Fig. 1: run 1, I/O nets highlighted
Bar = 20 um.
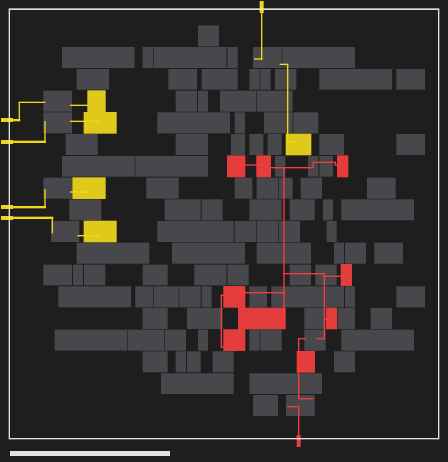
Fig. 2: run 1, gate families picked out
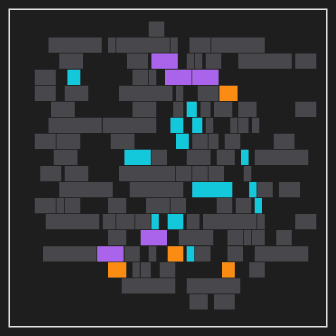
Fig. 3: run 1, sequential cells grouped by signal name
Bar = 20 um.
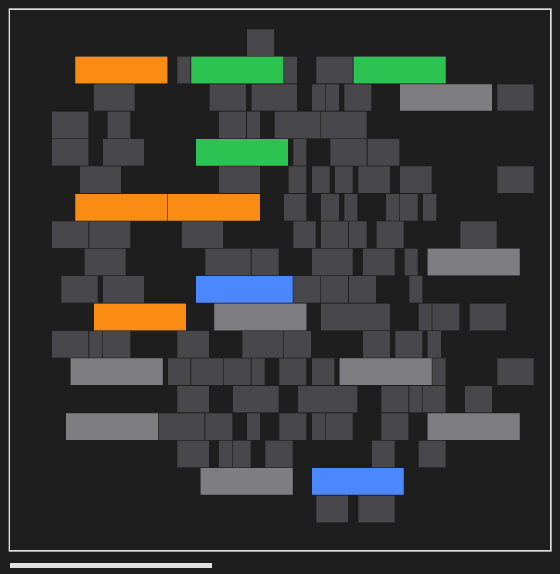
==> config.mk <==
export PLATFORM = sky130hd
export DESIGN_NAME = key_serializer_flat
export DESIGN_NICKNAME = d
export VERILOG_FILES = /design/src/rtl/key_serializer_if.sv /design/src/rtl/key_serializer.sv /design/src/flat_wrapper.sv
export SDC_FILE = /design/constraint.sdc
export NUM_CORES = 1
export LEC_CHECK = 0
export CORE_MARGIN = 1.5
export CORE_UTILIZATION = 37
export DETAILED_ROUTE_END_ITERATION = 7
export PLACE_DENSITY_LB_ADDON = 0.2
export SYNTH_ARGS = -nofsm -noshare
export SYNTH_HDL_FRONTEND = slang
export SYNTH_SLANG_ARGS = --single-unit
==> constraint.sdc <==
create_clock -name clk -period 1.8 [get_ports clk]
set_clock_uncertainty 0.1 [all_clocks]
set_input_delay 0.45 -clock clk [delete_from_list [all_inputs] [get_ports clk]]
set_output_delay 0.45 -clock clk [all_outputs]
set_load 0.005 [all_outputs]
==> flow_summary.ini, run 1 <==
; implementation run metrics
[route]
via_count = 728
drc = 0
wl_mm = 1.92
vias_per_cell = 4.99
firstDrtPassIters = 4
wl_per_cell_um = 13.2
ant_nets = 0
first_iter_violations = 7

[synthesis]
numSynthFlops = 17
synth_cell_types = 33
yosys_warnings = 0
edf_count = 0
async_flop_share = 1.00
syn_inst = 87
syn_avg_cell_area_um2 = 10.9
synth_seq_share = 0.450
ys.flop_type = dfrtp_1
ys_area_um2 = 946
syn_nets = 101

[flow_run]
maxCapViolations = 0
warning_count = 29

[worst_setup_path]
worstPathRequired_ps = 1250
crit_chain = clkdlybuf4s50_1
worstRegToRegCells = 6
rrSetupSlack_ps = 60
cp.buffers_inverters = 1
slowest_stage = clkdlybuf4s50_1
crit_family = buffers and inverters
endpoint_kind = output pin
start_kind = flip-flop
worst_path_largest_cell_delay_ps = 510
cp.depth = 1
critPathKind = flip-flop to output pin
cp_data_arrival_time_ps = 1200
crit_fanout = 3

[placement]
place_ws_ps = -244
gp_congestion = 0.808
dpl.hpwl_mm = 1.36
placed_cells_incl_taps = 139

[pwr]
powerDensity_nw_per_um2 = 739
p_leak_nw = 0.578
max-vdd-ir-drop_uv = 440
total_power_uw = 916

[finish]
layout_top_cells = 16 x buf_4, 16 x dfrtp_1, 12 x clkdlybuf4s50_1
synthToLayoutAreaGrowth_pct = 31.1
final_area_um2 = 1240
antenna_cells = 0
layout.nets = 131
drive_gt1_frac = 0.293

[timing]
hold_ws_ps = 352
fin_crit_sh = 0.972
finalHoldViolCount = 0
slew_violations = 0
period_needed_ps = 1750
tns_ps = 0
relSlewSlack = 0.803
final-setup-viol-count = 0
clock.fmax_mhz = 572

[die]
die_area_um2 = 2870
fp_util = 0.385
core_um2 = 2450
rows = 18
die_w_um = 53.6
die_h_um = 53.6

[clocking]
cts_tree = built
cts_buffers = 3
cts_buffer_depth = 2
cts_resized = 2
clock_latency_ps = 290
cts_setup_buffers = 2
cts.reportedPaths.clkPinSlew_ps = 100
h-tree-depth = 1
root_buffer = clkbuf_4
cts_hold_buf = 0

[outcome]
outcome = finished clean

[global_routing]
grt_max_degree = 18
grt_pass1_wl_mm = 3.14
grt-ovfl-total = 0

[worst_hold_path]
min_path_type = input port to asynchronous set/reset pin
## Picture notes: Fig. 1
Key: `bus_code_in` = yellow [direction input, edge 4 left, 1 top, end cells 5, wire 55.0 um]; `bus_abort` = red [direction input, edge bottom, end cells 9, wire 80.7 um]
IO buf count: 13
top-level I/O count: 14

## Picture notes: Fig. 2
Key: AND and OR gates = orange [cells 4]; adder and majority cells = purple [cells 5, most used ha_1]; NOR gates = cyan [cells 13, most used nor2_1]
combinational share of cell area: 0.367
Post-Layout Cell Count: 146

## Picture notes: Fig. 3
Key: `u_core.r_state` = blue [sequential cells 2]; `u_core.r_bit_cnt` = green [sequential cells 3]; `u_core.r_shift` = orange [sequential cells 4]
utilization after layout: 0.505
register area: 427 um^2
flop share of the area: 0.344

-- run 1: cell families (layout without fill, tap and decap cells) --
kind of cell,count (synthesis),in the layout,share of synthesized area
and+or+nand+nor,24,24,0.151
adders and majority gates,5,5,0.0661
AOI/OAI and AO/OA,16,16,0.131
muxes,11,11,0.128
buffers and inverters,14,43,0.0741
DFF,17,17,0.450
-- run 1: cell type report --
class / count / area [um^2] / area share
Clock buffer: 4 / 26.3 / 0.0212
Sequential cell: 17 / 427 / 0.344
Tap cell: 30 / 37.5 / 0.0303
Multi-Input combinational cell: 56 / 455 / 0.367
Inverter: 9 / 33.8 / 0.0272
Timing Repair Buffer: 30 / 260 / 0.210
-- run 1: synthesized netlist by cell type, types with 2 or more instances --
| cell type | number | share of area |
|---|---|---|
| ha_1 | 5 | 0.066 |
| buf_2 | 2 | 0.011 |
| nor3b_1 | 2 | 0.016 |
| dfrtp_1 | 17 | 0.45 |
| nor2b_1 | 3 | 0.020 |
| nor2_1 | 5 | 0.020 |
| mux2i_1 | 2 | 0.021 |
| a22oi_1 | 2 | 0.016 |
| inv_1 | 9 | 0.036 |
| buf_6 | 2 | 0.024 |
| mux2_2 | 9 | 0.11 |
| nand2_1 | 5 | 0.020 |
| o21ai_0 | 3 | 0.016 |
| nor3_1 | 2 | 0.011 |
-- run 1: power by group --
part           switching [mW]  internal (mW)
clock                   0.126         0.0862
combinational          0.0990          0.145
sequential             0.0287          0.431
total                   0.254          0.662
-- run 1: worst min-delay path, cell delays in order --
cell	delay (ps)
clkdlybuf4s50_1	390
inv_1	50
buf_4	240
-- run 1: metal layers --
layer	vias up	global-route usage	part of all wire
li1	362	-	-
met1	348	0.193	0.46
met2	16	0.257	0.50
met3	2	0.0250	0.036
met4	0	0.0769	0.0078
met5	-	0	0
Fig. 4: run 1, routing congestion
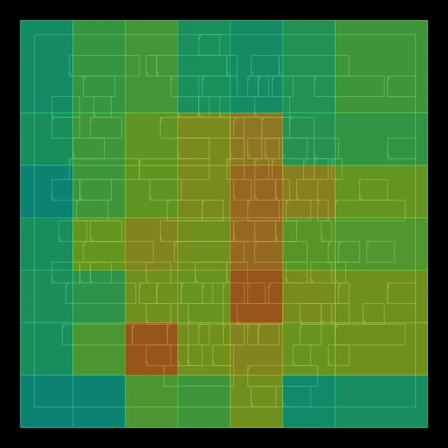

## Run 2: what changed since run 1
--- a/config.mk
+++ b/config.mk
@@ -5,7 +5,7 @@
 export SDC_FILE = /design/constraint.sdc
 export NUM_CORES = 1
 export LEC_CHECK = 0
-export CORE_MARGIN = 1.5
+export CORE_MARGIN = 2
 export CORE_UTILIZATION = 37
 export DETAILED_ROUTE_END_ITERATION = 7
 export PLACE_DENSITY_LB_ADDON = 0.2
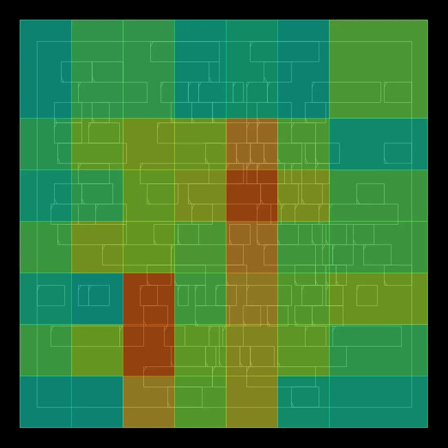
Fig. 5. Routing congestion (run 2).
met3 Use GR: 0.0246
detailed-route wire length per cell: 12.9 um

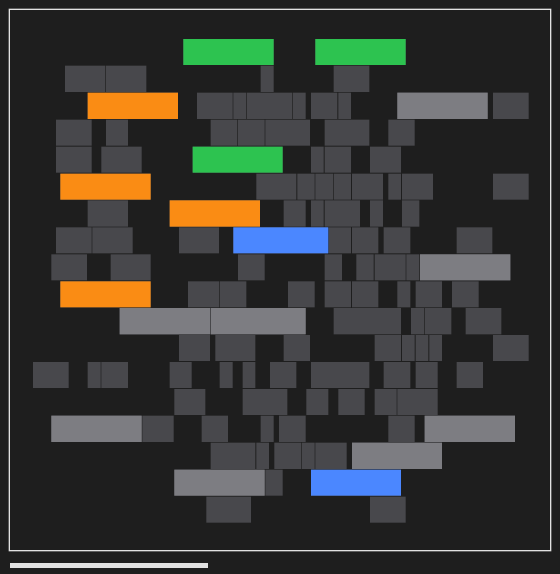
Fig. 6. Sequential cells grouped by signal name (run 2).
Bar = 20 um.
seq pwr: 460 uW
utilization after layout: 0.512

==> run 2 against run 1 <==
Compared with the run above:
- die size rose by 3.8%
- area after synthesis did not move
- worst hold slack improved by 9.0 ps
- total power barely moved
- register-to-register slack improved by 40 ps
- global-route usage fell by 0.90 points
- largest power group unchanged
==> flow_summary.ini, run 2 <==
; implementation run metrics
[synthesis]
syn_avg_cell_area_um2 = 10.9
async_flop_share = 1.00
numSynthFlops = 17
syn_nets = 101
yosys_warnings = 0
syn_inst = 87
ys_area_um2 = 946
yosysTopAreaCellShare = 0.450
edf_count = 0
synth_seq_share = 0.450
ys_top_cells_by_count = 17 x dfrtp_1, 9 x inv_1, 9 x mux2_2
ys.flop_type = dfrtp_1

[placement]
gp_congestion = 0.804
dpl.hpwl_mm = 1.34
io_buffers = 13
placed_cells_incl_taps = 139

[finish]
antenna_cells = 0
flop_area_um2 = 428
final_area_um2 = 1260
drive_gt1_frac = 0.314
layout_top_cells = 18 x buf_4, 15 x dfrtp_1, 12 x clkdlybuf4s50_1
logic_area_um2 = 455
layout.nets = 133

[die]
pin_count = 14
die_area_um2 = 2980
fp_util = 0.385
die_w_um = 54.6
rows = 18

[flow_run]
maxCapViolations = 0
warning_count = 29

[pwr]
p_leak_nw = 0.587
powerDensity_nw_per_um2 = 729
max-vdd-ir-drop_uv = 434

[clocking]
cts_buffers = 3
cts_hold_buf = 0
cts_tree = built
cts_buffer_depth = 2
h-tree-depth = 1
root_buffer = clkbuf_4
cts.reportedPaths.clkPinSlew_ps = 100
clock_latency_ps = 290

[timing]
hold_ws_ps = 361
period_needed_ps = 1750
finalHoldViolCount = 0
relSlewSlack = 0.821
slew_violations = 0
fin_crit_sh = 0.971
clock.fmax_mhz = 572
tns_ps = 0

[global_routing]
grt-ovfl-total = 0
grt_max_degree = 18
grt_pass1_wl_mm = 3.04

[worst_setup_path]
endpoint_kind = output pin
crit_chain = clkdlybuf4s50_1
worstPathRequired_ps = 1250
crit_family = buffers and inverters
worst_path_largest_cell_delay_ps = 510
start_kind = flip-flop
critPathKind = flip-flop to output pin
crit_fanout = 3
rrSetupSlack_ps = 100

[route]
via_count = 731
firstDrtPassIters = 3
wl_mm = 1.90
ant_nets = 0
vias_per_cell = 4.94
first_iter_violations = 9
drc = 0

[outcome]
outcome = finished clean
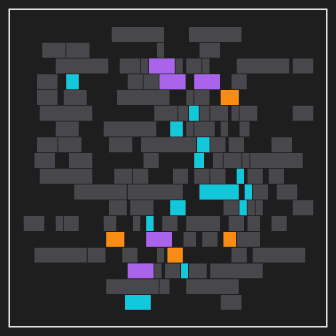
Fig. 7. Gate families picked out (run 2).
Key: NOR gates = cyan [cells 13, most used nor2_1]; AND and OR gates = orange [cells 4]; adder and majority cells = purple [cells 5, most used ha_1]
combinational share of cell area: 0.363
Commonest Layout Cell: buf_4
Post-Layout Cell Count: 148

==> run 2: what timing repair did <==
action                     4_1_cts  5_1_grt
setup endpoints to repair        1        7
hold endpoints to repair         0        0
buffers inserted                 2        3
resized                          2        3
==> run 2: per-layer routing <==
layer  vias to the layer above  track usage  share of wire
met5                         -            0              0
met4                         0       0.0625         0.0079
met3                         2       0.0246          0.030
met2                        11        0.237           0.50
met1                       351        0.188           0.46
li1                        367            -              -
==> run 2: kinds of logic (layout without fill, tap and decap cells) <==
logic type | Yosys count | count (layout) | synth area share
mux | 11 | 11 | 0.128
flops | 17 | 17 | 0.450
simple gates | 24 | 24 | 0.151
fa+ha+maj | 5 | 5 | 0.0661
compound gates | 16 | 16 | 0.131
buf+inv | 14 | 45 | 0.0741
==> run 2: layout make-up <==
class / instances / area share
repair buffers: 32 / 0.219
clock buffers: 4 / 0.0209
well taps: 30 / 0.0299
flip-flops and latches: 17 / 0.341
multi-input cells: 56 / 0.363
inverters: 9 / 0.0269
==> run 2: per-stage QoR <==
step	setup WS [ps]	util	power, mW
floorplan	-24.2	-	0.595
global route	-9.58	0.512	0.984
global placement	-247	0.482	0.696
detailed placement	-253	0.482	0.702
finish	52.9	0.512	0.916
CTS	36.1	0.498	0.917
==> run 2: power breakdown <==
group	total [mW]	internal, mW	switching [mW]
sequential	0.460	0.431	0.0288
clock	0.212	0.0860	0.126
combinational	0.244	0.146	0.0982
Power and IR drop assume default switching activity.
